Fig. 1: run 1, zoomed window
Scale bar: 10 µm. Region (13, 13) to (38, 38) µm. Cells in gray, sequential cells in the stronger gray; small squares are vias.
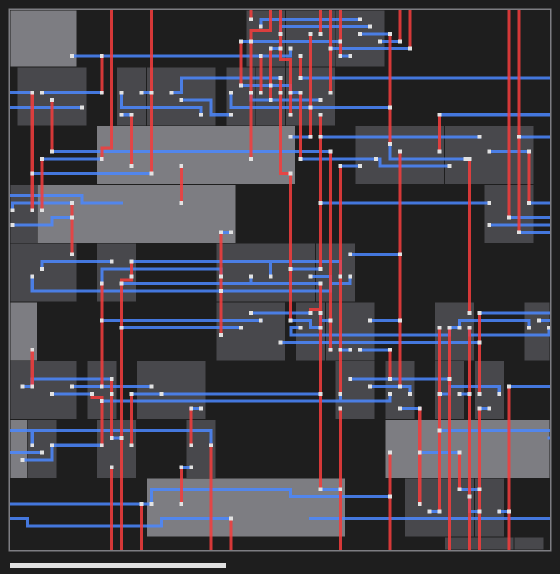
Fig. 2: run 1, gate families picked out
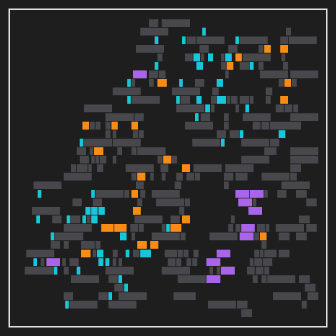
Fig. 3: run 1, nets reached from selected ports
Scale bar: 20 µm.
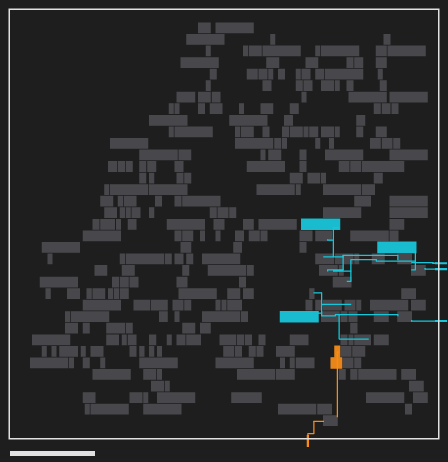
--- src/rtl/led_pkg.sv ---
// Shared constants for the LED flicker mode controller: mode encoding,
// mode width and board-default timing values for a 25 MHz clock.
package led_pkg;

   localparam int MODE_W = 3;

   localparam logic [MODE_W-1:0] MODE_OFF      = 3'd0;
   localparam logic [MODE_W-1:0] MODE_ALL_10HZ = 3'd1;
   localparam logic [MODE_W-1:0] MODE_ALL_5HZ  = 3'd2;
   localparam logic [MODE_W-1:0] MODE_ALL_2HZ  = 3'd3;
   localparam logic [MODE_W-1:0] MODE_ALL_1HZ  = 3'd4;
   localparam logic [MODE_W-1:0] MODE_SPLIT    = 3'd5;
   localparam logic [MODE_W-1:0] MODE_CHASE    = 3'd6;
   localparam logic [MODE_W-1:0] MODE_ALL_ON   = 3'd7;

   localparam int DEFAULT_DEBOUNCE_LIMIT = 250000;
   localparam int DEFAULT_CHASE_COUNT    = 12500000;

   // LED vector is ordered {LED1, LED2, LED3, LED4}; position 0 lights LED1.
   function automatic logic [3:0] chaseOneHot(input logic [1:0] pos);
      logic [3:0] pattern;
      pattern = 4'b1000 >> pos;
      return pattern;
   endfunction

endpackage

--- src/rtl/debounce_filter.sv ---
// Two-flop synchroniser followed by a stability counter; the output level
// only follows the button once it has held a new value for g_DEBOUNCE_LIMIT cycles.
module debounce_filter
   import led_pkg::*;
#(
   parameter int g_DEBOUNCE_LIMIT = DEFAULT_DEBOUNCE_LIMIT
)(
   input  logic i_Clk,
   input  logic i_Rst_L,
   input  logic i_Raw,
   output logic o_Level
);

   localparam int CNT_W = (g_DEBOUNCE_LIMIT > 1) ? $clog2(g_DEBOUNCE_LIMIT) : 1;
   localparam logic [CNT_W-1:0] LIMIT_M1 = CNT_W'(g_DEBOUNCE_LIMIT - 1);

   logic             sync1_q;
   logic             sync2_q;
   logic             level_q;
   logic             level_d;
   logic [CNT_W-1:0] cnt_q;
   logic [CNT_W-1:0] cnt_d;

   // Any cycle where the synced input agrees with the accepted level restarts the count.
   always_comb begin
      level_d = level_q;
      cnt_d   = '0;
      if (sync2_q != level_q) begin
         if (cnt_q == LIMIT_M1) begin
            level_d = sync2_q;
         end else begin
            cnt_d = cnt_q + 1'b1;
         end
      end
   end

   always_ff @(posedge i_Clk or negedge i_Rst_L) begin
      if (!i_Rst_L) begin
         sync1_q <= 1'b0;
         sync2_q <= 1'b0;
         level_q <= 1'b0;
         cnt_q   <= '0;
      end else begin
         sync1_q <= i_Raw;
         sync2_q <= sync1_q;
         level_q <= level_d;
         cnt_q   <= cnt_d;
      end
   end

   assign o_Level = level_q;

endmodule

--- src/rtl/led_flicker_mode_ctrl.sv ---
// Button-driven mode sequencer that selects which blinker rate, chase pattern
// or constant drives the four board LEDs.
module led_flicker_mode_ctrl
   import led_pkg::*;
#(
   parameter int g_DEBOUNCE_LIMIT = DEFAULT_DEBOUNCE_LIMIT,
   parameter int g_CHASE_COUNT    = DEFAULT_CHASE_COUNT
)(
   input  logic              i_Clk,
   input  logic              i_Rst_L,
   input  logic              i_Switch_1,
   input  logic              i_Blink_10Hz,
   input  logic              i_Blink_5Hz,
   input  logic              i_Blink_2Hz,
   input  logic              i_Blink_1Hz,
   output logic              o_LED_1,
   output logic              o_LED_2,
   output logic              o_LED_3,
   output logic              o_LED_4,
   output logic [MODE_W-1:0] o_Mode
);

   localparam int CHASE_W = (g_CHASE_COUNT > 1) ? $clog2(g_CHASE_COUNT) : 1;
   localparam logic [CHASE_W-1:0] CHASE_M1 = CHASE_W'(g_CHASE_COUNT - 1);

   logic               btnLevel;
   logic               btnLevelPrev_q;
   logic               pressEdge;
   logic [MODE_W-1:0]  mode_q;
   logic [MODE_W-1:0]  mode_d;
   logic [CHASE_W-1:0] chaseCnt_q;
   logic [CHASE_W-1:0] chaseCnt_d;
   logic [1:0]         chasePos_q;
   logic [1:0]         chasePos_d;
   logic [3:0]         led_q;
   logic [3:0]         led_d;

   debounce_filter #(
      .g_DEBOUNCE_LIMIT(g_DEBOUNCE_LIMIT)
   ) u_debounce (
      .i_Clk   (i_Clk),
      .i_Rst_L (i_Rst_L),
      .i_Raw   (i_Switch_1),
      .o_Level (btnLevel)
   );

   assign pressEdge = btnLevel & ~btnLevelPrev_q;

   // The 3-bit mode naturally wraps from ALL_ON back to OFF.
   always_comb begin
      mode_d = mode_q;
      if (pressEdge) begin
         mode_d = mode_q + 1'b1;
      end
   end

   // A mode change takes priority over a due chase step so CHASE is always entered clean.
   always_comb begin
      chaseCnt_d = '0;
      chasePos_d = '0;
      if (!pressEdge && (mode_q == MODE_CHASE)) begin
         chasePos_d = chasePos_q;
         if (chaseCnt_q == CHASE_M1) begin
            chasePos_d = chasePos_q + 1'b1;
         end else begin
            chaseCnt_d = chaseCnt_q + 1'b1;
         end
      end
   end

   always_comb begin
      led_d = '0;
      case (mode_q)
         MODE_OFF:      led_d = '0;
         MODE_ALL_10HZ: led_d = {4{i_Blink_10Hz}};
         MODE_ALL_5HZ:  led_d = {4{i_Blink_5Hz}};
         MODE_ALL_2HZ:  led_d = {4{i_Blink_2Hz}};
         MODE_ALL_1HZ:  led_d = {4{i_Blink_1Hz}};
         MODE_SPLIT:    led_d = {i_Blink_10Hz, i_Blink_5Hz, i_Blink_2Hz, i_Blink_1Hz};
         MODE_CHASE:    led_d = chaseOneHot(chasePos_q);
         MODE_ALL_ON:   led_d = '1;
         default:       led_d = '0;
      endcase
   end

   always_ff @(posedge i_Clk or negedge i_Rst_L) begin
      if (!i_Rst_L) begin
         btnLevelPrev_q <= 1'b0;
         mode_q         <= MODE_OFF;
         chaseCnt_q     <= '0;
         chasePos_q     <= '0;
         led_q          <= '0;
      end else begin
         btnLevelPrev_q <= btnLevel;
         mode_q         <= mode_d;
         chaseCnt_q     <= chaseCnt_d;
         chasePos_q     <= chasePos_d;
         led_q          <= led_d;
      end
   end

   assign o_LED_1 = led_q[3];
   assign o_LED_2 = led_q[2];
   assign o_LED_3 = led_q[1];
   assign o_LED_4 = led_q[0];
   assign o_Mode  = mode_q;

endmodule

--- config.mk ---
export PLATFORM = sky130hd
export DESIGN_NAME = led_flicker_mode_ctrl
export DESIGN_NICKNAME = d
export VERILOG_FILES = /design/src/rtl/led_pkg.sv /design/src/rtl/debounce_filter.sv /design/src/rtl/led_flicker_mode_ctrl.sv
export SDC_FILE = /design/constraint.sdc
export NUM_CORES = 1
export LEC_CHECK = 0
export ABC_CLOCK_PERIOD_IN_PS = 2660
export CAP_MARGIN = 20
export CORE_MARGIN = 2
export CORE_UTILIZATION = 30
export CTS_BUF_LIST = sky130_fd_sc_hd__clkbuf_2
export CTS_CLUSTER_SIZE = 25
export DETAILED_ROUTE_END_ITERATION = 10
export PLACE_DENSITY_LB_ADDON = 0.1
export SETUP_SLACK_MARGIN = 0.1
export SYNTH_ARGS = -nofsm -noshare
export SYNTH_HDL_FRONTEND = slang
export SYNTH_SLANG_ARGS = --single-unit
--- constraint.sdc ---
create_clock -name i_Clk -period 2.66 [get_ports i_Clk]
set_clock_uncertainty 0.05 [all_clocks]
set_input_delay 0.532 -clock i_Clk [delete_from_list [all_inputs] [get_ports i_Clk]]
set_output_delay 0.532 -clock i_Clk [all_outputs]
set_load 0.01 [all_outputs]
==> out/qor.txt, run 1 <==
Status - complete, no violations
Most common cell in the netlist - dfrtp_1
Commonest Layout Cell - dfrtp_1
Adder Area Share - 5.345%
Post-synth top cells - dfrtp_1 (55), nor2_1 (31), nand2_1 (22)
Async SR Flop Fraction - 100.0%
Leading cell kind - sequential cells
RR Startpoint - chaseCnt_q[0]
Area leader, netlist - dfrtp_1
Vias in the first global route - 2049
Rel. slew slack - 61.01%
Dpl ws - 0.4993 ns
M1 GR Usage - 17.52%
Worst path cell trace - ha_1, nand4_2, or4_4, or4_1, a21oi_1
Peak supply drop - 0.0001713 V
Final-layout clock buffer total - 5
Tapcell Cnt - 111
# Post-CTS Setup Buffers - 0
Sequential share of cell area - 43.70%
Sequential cell area - 1376 µm²
Hpwl dp - 3912 µm
First-pass GRT wire length - 10010 µm
Inverters, non-clock - 11
Std-Cell Rows - 35
Fin worst setup slack - 0.4072 ns
Final instance area - 3149 µm²
Post-layout period usage - 84.69%
Post-DR vias/cell - 5.056
Detailed-routed wire length on met3 - 152 µm
Fillers - 913
Registers, synthesis - 55
Syn Area/Cell - 9.961 µm²
Routability cong. - 0.7268
I/O Pins - 14
Largest register FFs - 24
Synth logic family - simple AND/OR/NAND/NOR gates
PwrDens - 399.3 nW/µm²
Xor+xnor area frac - 7.795%
Post-layout util - 34.41%
Hold Slack - 0.3602 ns
First-pass DRT Iterations - 4
Wirelength, routed - 5719 µm
CTS tree - yes
Initial antenna violation count - 0
Crit-path max FO - 6
Synthesized area - 2809 µm²
Power, Total - 1.257 mW
Total tool warning count - 33
Clock transition at path regs - 0.32 ns
CTS sink cnt - 55
M1 WL - 2967 µm
Combinational Gates - 209
Register with the most flip-flops - chaseCnt_q
Logic cell area - 1360 µm²
Tmin final - 2.253 ns
Max-area cell share - 49.00%
Drt wl/cell - 13.85 µm
Core footprint - 9153 µm²
Final routed DRC violation total - 0
Placed cell area - 3092 µm²
Non-filler cells, final - 413
H-tree levels - 2
Clock root cell - clkbuf_2
Worst Path Arrival - 2.59 ns
Longest Clk Path Bufs - 2
Max Slew Vio Count - 0
PortBufs - 13
Starting DRT DRC Count - 54
GRT busiest layer - met2
Synth warn - 0
Post-synth top flop - dfrtp_1
Post-Synth AOI/OAI Area - 10.91%
ANT cells - 0
HP Class - register to register
Die height - 100.8 µm
Sum of negative setup slack - 0 ns
Largest net degree at the start of global routing - 34
CP top delay family - simple AND/OR/NAND/NOR gates
Max_cap viols - 0
Net count after synthesis - 301
Top cells excl fill/tap - dfrtp_1 (55), nor2_1 (31), nand2_1 (22)
GRT Util Overall - 12.29%
Clock-cell share of area - 1.510%
Clk ins delay skew pair - 0.46 ns
Hold path start - u_debounce.sync1_q
Netlist cell types - 40
Critical path class - register to register
GR Util met2 - 18.92%
Routed met2 length - 2547 µm
CP Launch Type - register
RSZ-0062 raised after global routing - false
Endpoints failing hold - 0
Final-stage net count - 320
Overall die width - 100.8 µm
Multiplexer share - 1.203%
Slowest stage delay, CP - 0.59 ns
CP Launch Point - chaseCnt_q[0]
Flop count - 55
CP bufs+invs - 0
Uppermost layer routed - met4
Cells after synthesis - 282
Final Setup Violations - 0
Critical Path Slowest Stage Cell - or4_4
Repair and plain buffers - 19
Yosys stat area - 2809 µm²
Leakage - 1.193 nW
Yosys cell count - 282
# placed instances - 404
Top cells, area - dfrtp_1 (49%), ha_1 (5.3%), xnor2_1 (5.0%), nor2_1 (4.1%), a21oi_1 (3.2%)
CP endpoint kind - register
Critical Path RT - 3.00 ns
Area grow syn2layout - 12.12%
Share of cells above drive strength 1 - 6.954%
Worst slew pin tran - 0.5848 ns
Via count - 2088
Clock buffer count from CTS - 5
Hold buffers post-CTS - 1
Comb/total area - 43.19%
DIE AREA - 10150 µm²
## Picture notes: Fig. 1
[metal 2] red
[metal 1] blue
sequential cells in the window: 4
netlist names of flops here include: `chaseCnt_q` (4)
most frequent: nor2_1 (8), nand2_1 (5), nor4_1 (5)
cells with their middle in the window: 38

## Picture notes: Fig. 2
[fa/ha/maj cells] purple | cells: 12 | most used: ha_1
[nor cells] cyan | cells: 48 | most used: nor2_1
[and/or cells] orange | cells: 24 | most used: or4_1

## Picture notes: Fig. 3
[`i_Blink_10Hz`] orange | bits: 1 | direction: input | edge: south | end cells: 2 | buffers: 1 | wire: 23.0 µm
[`o_Mode`] cyan | bits: 3 | direction: output | edge: east | end cells: 3 | buffers: 3 | wire: 129 µm

[run 1: where the power goes]
part / internal, mW / switching [mW] / total [mW]
Sequential: 0.844 / 0.00496 / 0.849
Combinational: 0.0184 / 0.0280 / 0.0465
Clock: 0.0718 / 0.290 / 0.362
[run 1: final timing paths]
path                                       to  slack, ns  depth (start not counted)
setup / recovery               chaseCnt_q[20]       0.41                          5
hold / removal             u_debounce.sync2_q       0.36                          0
setup reg to reg               chaseCnt_q[20]       0.41                          5
hold reg to reg            u_debounce.sync2_q       0.36                          0
max in group asynchronous      chaseCnt_q[10]       1.46                          3
min in group asynchronous            led_q[2]       0.49                          2
Fig. 4: run 1, track usage over the die
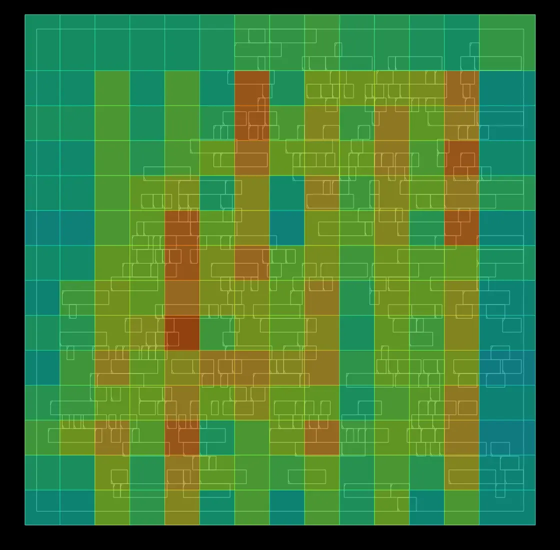

==> run 1 -> run 2 <==
Settings changed: ABC_CLOCK_PERIOD_IN_PS 2660 to 2300.
Clock period 2.66 ns to 2.3 ns, I/O delays scaled along.
Fig. 5: run 2, track usage over the die
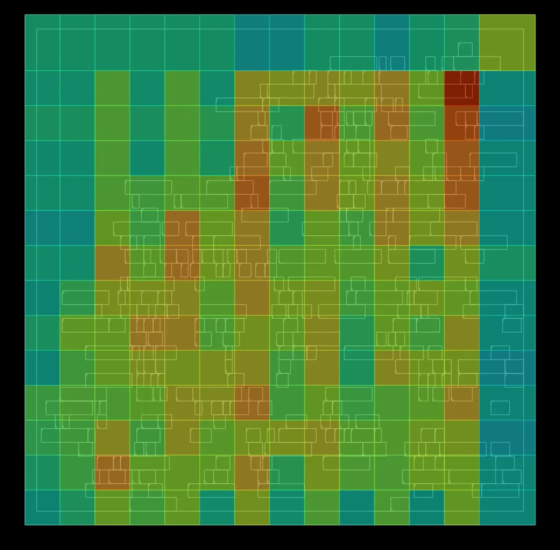
M3 GR Usage: 2.635%
GRT Util Overall: 12.15%
post-layout util: 35.35%
GRT busiest layer: met2
M1 GR Usage: 16.16%

Fig. 6: run 2, zoomed window
Scale bar: 10 µm. Region (13, 13) to (38, 38) µm. Cells in gray, sequential cells in the stronger gray; small squares are vias.
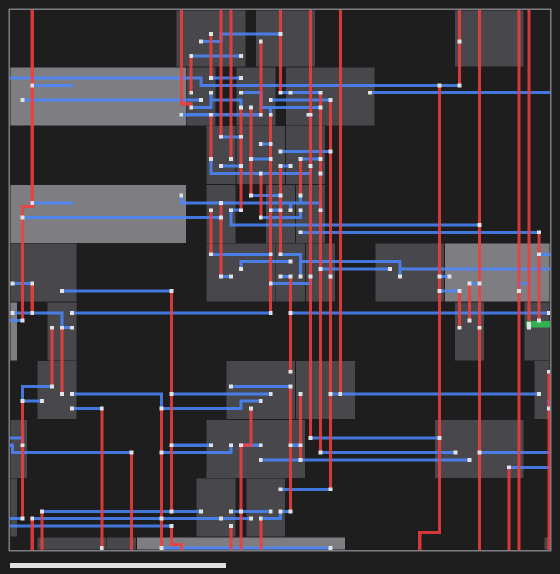
[metal 2] red
[metal 3] green
[metal 1] blue
netlist names of flops here include: `chaseCnt_q` (3)
cells with their middle in the window: 30
most frequent: nor2_1 (6), nand3_1 (4), nand2_1 (4)
sequential cells in the window: 3

==> run 2 against run 1 <==
Global-route usage shrank 0.15 points. Highest routed layer unchanged. Final cell count increased by 1.7%. Clock power increased by about 20%. Routed wire length rose by 0.33%. Sequential share of layout area is 1.1 points lower. Largest power group unchanged. Largest cell class unchanged.
==> out/qor.txt, run 2 <==
M1 WL - 2835 µm (-4.4%)
PwrDens - 454.9 nW/µm² (+14%)
Initial antenna violation count - 0 (unchanged)
Sequential share of cell area - 42.65% (-1.1 points)
RR Startpoint - chaseCnt_q[0]
Overall die width - 100.8 µm (unchanged)
Max Slew Vio Count - 0 (unchanged)
P_seq - 0.983 mW (+16%)
Logic cell area - 1373 µm² (+0.92%)
Switching share of total power - 26.20% (+0.52 points)
R2r setup slk - 0.22 ns (-0.19 ns)
Clock-cell share of area - 1.624% (+0.11 points)
Final instance area - 3236 µm² (+2.7%)
Repair and plain buffers - 26 (+7)
Final Setup Violations - 0 (unchanged)
Starting DRT DRC Count - 64 (+19%)
Final-layout clock buffer total - 5 (unchanged)
R2R Path End - chaseCnt_q[23]
Sum of negative setup slack - 0 ns (unchanged)
Flop pwr share - 66.8% (-0.7 points)
Sequential cell area - 1380 µm² (+0.27%)
Rel. slew slack - 68.15% (+7.1 points)
Net Switching - 0.3857 mW (+19%)
Post-synth EDFFs - 0
Worst slew pin tran - 0.4713 ns (-0.1135 ns)
Post-synth top cells - dfrtp_1 (55), nor2_1 (31), nand2_1 (22)
Inverters, non-clock - 11 (unchanged)
Routability cong. - 0.7168 (-1.4%)
CTS tree - yes
Combinational power - 0.0538 mW (+16%)
GR Overflow Total - 0
Max-area cell share - 49.00% (unchanged)
Clock root cell - clkbuf_2
Max Clk Rate - 481.2 MHz
Flop count - 55 (unchanged)
Worst Hold Depth - 1 (+1)
PortBufs - 13 (unchanged)
Yosys stat area - 2809 µm² (unchanged)
Slowest stage delay, CP - 0.62 ns (+0.03 ns)
# placed instances - 408 (+0.99%)
Tapcell Cnt - 111 (unchanged)
Clock power share - 29.6% (+0.8 points)
Fin worst setup slack - 0.2220 ns (-0.1853 ns)
Leading cell kind - sequential cells
Share of cells above drive strength 1 - 10.36% (+3.4 points)
Netlist cell types - 40 (unchanged)
HP Class - primary input to register
Hold Path Sink - u_debounce.sync1_q
Drt wl/cell - 13.66 µm (-1.3%)
Yosys cell count - 282 (unchanged)
Max_cap viols - 0 (unchanged)
Std-Cell Rows - 35 (unchanged)
RSZ-0062 raised after global routing - true
Async SR Flop Fraction - 100.0% (unchanged)
Most common cell in the netlist - dfrtp_1
Comb/total area - 42.42% (-0.77 points)
Total tool warning count - 34 (+3.0%)
Dpl ws - 0.2167 ns (-0.2826 ns)
Power, Total - 1.472 mW (+17%)
Hold path start - i_Switch_1
Worst Path Arrival - 2.41 ns (-0.18 ns)
Registers, synthesis - 55 (unchanged)
Worst path cell trace - buf_4, nand2_1, or4_4, or4b_1, a21oi_1
Placed cell area - 3134 µm² (+1.4%)
Fillers - 951 (+4.2%)
Post-layout period usage - 90.35% (+5.7 points)
First-pass GRT wire length - 9839 µm (-1.7%)
Critical Path Slowest Stage Cell - or4_4
Top pwr grp - registers
Non-filler cells, final - 420 (+1.7%)
Cells after synthesis - 282 (unchanged)
ANT cells - 0 (unchanged)
Critical path class - register to register
Net count after synthesis - 301 (unchanged)
Clk ins delay skew pair - 0.46 ns (about the same)
Post-DR vias/cell - 5.069 (+0.26%)
Area leader, netlist - dfrtp_1
First-pass DRT Iterations - 4 (unchanged)
Logic pwr share - 3.7% (about the same)
Tmin final - 2.078 ns (-0.1747 ns)
Top cells, area - dfrtp_1 (49%), ha_1 (5.3%), xnor2_1 (5.0%), nor2_1 (4.1%), a21oi_1 (3.2%)
Largest net degree at the start of global routing - 56 (+65%)
Status - complete, no violations
Vias in the first global route - 2040 (-0.44%)
DIE AREA - 10150 µm² (unchanged)
Commonest Layout Cell - dfrtp_1
Syn Area/Cell - 9.961 µm² (unchanged)
Endpoints failing hold - 0 (unchanged)
Area grow syn2layout - 15.19%
Post-synth top flop - dfrtp_1
Top cells excl fill/tap - dfrtp_1 (52), nor2_1 (31), nand2_1 (22)
Peak supply drop - 0.0001906 V (+11%)
Leakage - 1.222 nW (+2.4%)
Combinational Gates - 209 (unchanged)
Clock buffer count from CTS - 5 (unchanged)
Wirelength, routed - 5738 µm (+0.33%)
Largest register FFs - 24 (unchanged)
P_int - 1.086 mW (+16%)
I/O Pins - 14 (unchanged)
H-tree levels - 2 (unchanged)
Hpwl dp - 3988 µm (+1.9%)
Post-synth seq share - 49.00%
Die height - 100.8 µm (unchanged)
Synthesized area - 2809 µm² (unchanged)
CP Launch Point - chaseCnt_q[0]
Uppermost layer routed - met4
Critical Path RT - 2.64 ns (-0.36 ns)
Longest Clk Path Bufs - 2 (unchanged)
Final routed DRC violation total - 0 (unchanged)
Detailed-routed wire length on met3 - 151 µm (-0.66%)
CP Launch Type - register
Core footprint - 9153 µm² (unchanged)
Largest registers - chaseCnt_q x24, u_debounce.cnt_q x18, led_q x4
Crit path capture - chaseCnt_q[23]
GR Util met2 - 19.95% (+1.0 points)
Final-stage net count - 327 (+2.2%)
Via count - 2129 (+2.0%)
Worst Reg2Reg Path Length in Cells - 5 (unchanged)
Synth warn - 0 (unchanged)
Hold Slack - 0.3217 ns (-0.03847 ns)
Crit-path max FO - 14 (+8)
Routed met2 length - 2704 µm (+6.2%)
CTS sink cnt - 55 (unchanged)
Clock transition at path regs - 0.34 ns (+0.02 ns)
Clock network power - 0.436 mW (+20%)
Register with the most flip-flops - chaseCnt_q
CP endpoint kind - register
## run 2: repair_timing
item / CTS / global route
gates resized: 0 / 5
setup endpoints to repair: 0 / 6
buffers inserted: 0 / 3
endpoints found under the hold margin: 55 / 0
hold buffers: 1 / 0
## run 2: kinds of logic (layout without fill, tap and decap cells)
group                    Yosys count  count (layout)  share of synthesized area [%]
AND-OR/OR-AND                     48              48                          10.91
flip-flops                        55              55                          49.00
buffers and inverters             18              45                          2.584
multiplexers                       3               3                          1.203
XOR/XNOR                          25              25                          7.795
AND/OR/NAND/NOR                  121             121                          23.16
adder cells (fa/ha/maj)           12              12                          5.345
## run 2: worst max-delay path, delay by kind of cell (launching register included)
kind                   cells  cell delay (ns)
DFF                        1             0.49
AOI/OAI and AO/OA          1             0.15
and+or+nand+nor            3             1.21
buffers and inverters      1             0.14
==> run 2 -> run 3 <==
Settings changed: SLEW_MARGIN from default to 20.
Fig. 7: run 3, sequential cells colored by netlist name
Scale bar: 20 µm.
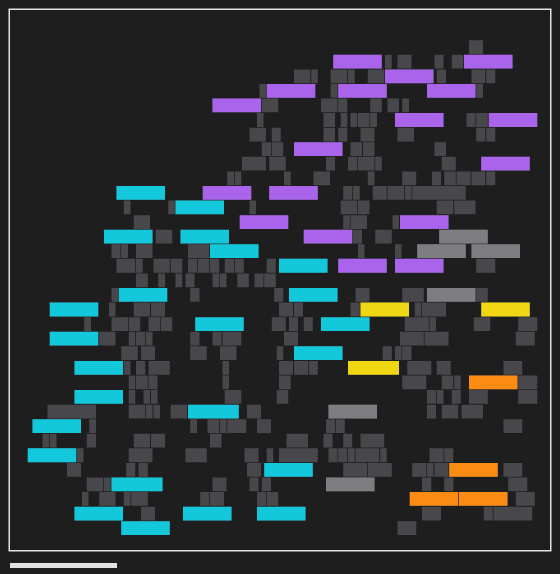
[`led_q`] orange | flops: 4 | where: south-east
[`chaseCnt_q`] cyan | flops: 24
[`u_debounce.cnt_q`] purple | flops: 18
[`o_Mode`] yellow | flops: 3
not colored: 6

==> run 3 against run 2 <==
Largest cell class unchanged. Sequential power barely moved. Worst hold slack stayed put. Via count unchanged. Combinational power hardly changed. Non-clock buffer count is the same. First-iteration DRC count unchanged. Final area unchanged. Critical path depth unchanged. Final cell count is the same. Synthesized cell count unchanged.
==> out/qor.txt, run 3 <==
Crit path capture - chaseCnt_q[23]
Yosys simple share - 23.16% (unchanged)
Worst Path Arrival - 2.41 ns (about the same)
Post-DR vias/cell - 5.069 (unchanged)
Net count after synthesis - 301 (unchanged)
Clock transition at path regs - 0.34 ns (about the same)
Non-filler cells, final - 420 (unchanged)
Post-Synth AOI/OAI Area - 10.91% (unchanged)
Async SR Flop Fraction - 100.0% (unchanged)
Total tool warning count - 34 (unchanged)
Worst Hold Depth - 1 (unchanged)
CP endpoint kind - register
P_seq - 0.983 mW (about the same)
Net Switching - 0.3857 mW (unchanged)
Yosys stat area - 2809 µm² (unchanged)
Hold path start - i_Switch_1
GRT Util Overall - 12.15% (unchanged)
Final routed DRC violation total - 0 (unchanged)
RR Startpoint - chaseCnt_q[0]
Routability cong. - 0.7168 (unchanged)
Yosys cell count - 282 (unchanged)
Initial antenna violation count - 0 (unchanged)
Crit-path max FO - 14 (unchanged)
Die height - 100.8 µm (unchanged)
Routed met2 length - 2704 µm (unchanged)
Netlist cell types - 40 (unchanged)
Multiplexer share - 1.203% (unchanged)
Clock buffer count from CTS - 5 (unchanged)
Post-CTS Resized - 0 (unchanged)
Register with the most flip-flops - chaseCnt_q
Vias in the first global route - 2040 (unchanged)
CP Launch Point - chaseCnt_q[0]
Post-layout period usage - 90.35% (unchanged)
Post-synth EDFFs - 0 (unchanged)
Power, Total - 1.472 mW (unchanged)
Most common cell in the netlist - dfrtp_1
GRT busiest layer - met2
HP Class - primary input to register
Overall die width - 100.8 µm (unchanged)
Clock power share - 29.6% (about the same)
Endpoints failing hold - 0 (unchanged)
GR Overflow Total - 0 (unchanged)
GR Util met2 - 19.95% (unchanged)
P_int - 1.086 mW (unchanged)
Drt wl/cell - 13.66 µm (unchanged)
Post-synth top flop - dfrtp_1
Hold buffers post-CTS - 1 (unchanged)
Combinational power - 0.0538 mW (about the same)
Logic pwr share - 3.7% (about the same)
First-pass GRT wire length - 9839 µm (unchanged)
M3 GR Usage - 2.635% (unchanged)
Largest registers - chaseCnt_q x24, u_debounce.cnt_q x18, led_q x4
Clock network power - 0.436 mW (about the same)
Top cells excl fill/tap - dfrtp_1 (52), nor2_1 (31), nand2_1 (22)
Final-stage net count - 327 (unchanged)
Largest register FFs - 24 (unchanged)
Top cells, area - dfrtp_1 (49%), ha_1 (5.3%), xnor2_1 (5.0%), nor2_1 (4.1%), a21oi_1 (3.2%)
Std-Cell Rows - 35 (unchanged)
Synth logic family - simple AND/OR/NAND/NOR gates
Wirelength, routed - 5738 µm (unchanged)
Hold Slack - 0.3217 ns (unchanged)
Worst slew pin tran - 0.4713 ns (unchanged)
Registers, synthesis - 55 (unchanged)
Tmin final - 2.078 ns (unchanged)
PwrDens - 454.9 nW/µm² (unchanged)
M1 GR Usage - 16.16% (unchanged)
Hold Path Sink - u_debounce.sync1_q
Post-synth top cells - dfrtp_1 (55), nor2_1 (31), nand2_1 (22)
CTS sink cnt - 55 (unchanged)
M1 WL - 2835 µm (unchanged)
Final Setup Violations - 0 (unchanged)
DIE AREA - 10150 µm² (unchanged)
First-pass DRT Iterations - 4 (unchanged)
Clk ins delay skew pair - 0.46 ns (about the same)
Top pwr grp - registers
Critical path class - register to register
Max Slew Vio Count - 0 (unchanged)
Core footprint - 9153 µm² (unchanged)
CP Launch Type - register
Synth warn - 0 (unchanged)
Flop pwr share - 66.8% (about the same)
Syn Area/Cell - 9.961 µm² (unchanged)
Area grow syn2layout - 15.19% (unchanged)
Max Clk Rate - 481.2 MHz (unchanged)
# placed instances - 408 (unchanged)
Area leader, netlist - dfrtp_1
Leakage - 1.222 nW (unchanged)
RSZ-0062 raised after global routing - true
R2R Path End - chaseCnt_q[23]
Status - complete, no violations
Rel. slew slack - 68.15% (unchanged)
Clock root cell - clkbuf_2
Sum of negative setup slack - 0 ns (unchanged)
Detailed-routed wire length on met3 - 151 µm (unchanged)
Post-synth seq share - 49.00% (unchanged)
Longest Clk Path Bufs - 2 (unchanged)
Worst Reg2Reg Path Length in Cells - 5 (unchanged)
CTS tree - yes
ANT cells - 0 (unchanged)
Max-area cell share - 49.00% (unchanged)
Critical Path RT - 2.64 ns (about the same)
Hpwl dp - 3988 µm (unchanged)
Peak supply drop - 0.0001906 V (unchanged)
Switching share of total power - 26.20% (unchanged)
PortBufs - 13 (unchanged)
Fig. 8: run 3, gate families picked out
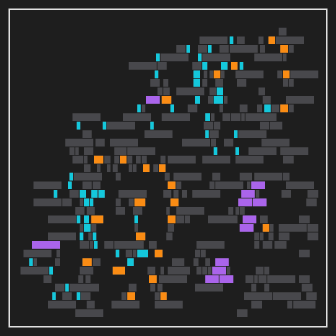
[and/or cells] orange | cells: 24 | most used: or4_1
[nor cells] cyan | cells: 48 | most used: nor2_1
[fa/ha/maj cells] purple | cells: 12 | most used: ha_1

## run 3: cell counts in the layout (fill, tap and decap cells not counted)
No cell type changed its count.
## run 3: metrics by stage
stage               utilization (%)  worst slack (ns)  area, µm²
floorplan                         -            0.2617       2809
CTS                           34.93            0.1610       3197
detailed placement            34.24            0.2167       3134
global route                  35.35           0.08905       3236
global placement              34.24            0.2724       3134
finish                        35.35            0.2220       3236
## run 3: critical path, stage by stage, from the launching register on
cell and delay (ns):
dfrtp_1 0.49, buf_4 0.14, nand2_1 0.10, or4_4 0.62, or4b_1 0.49, a21oi_1 0.15
## run 3: area by class of cell
cell class,instances,area (µm²)
inverters,11,41.29
repair buffers,26,250.2
flip-flops and latches,55,1380
clock buffers,5,25.02
fillers,951,5917
clock inverters,3,27.53
well taps,111,138.9
multi-input cells,209,1373
Power and IR drop assume default switching activity.
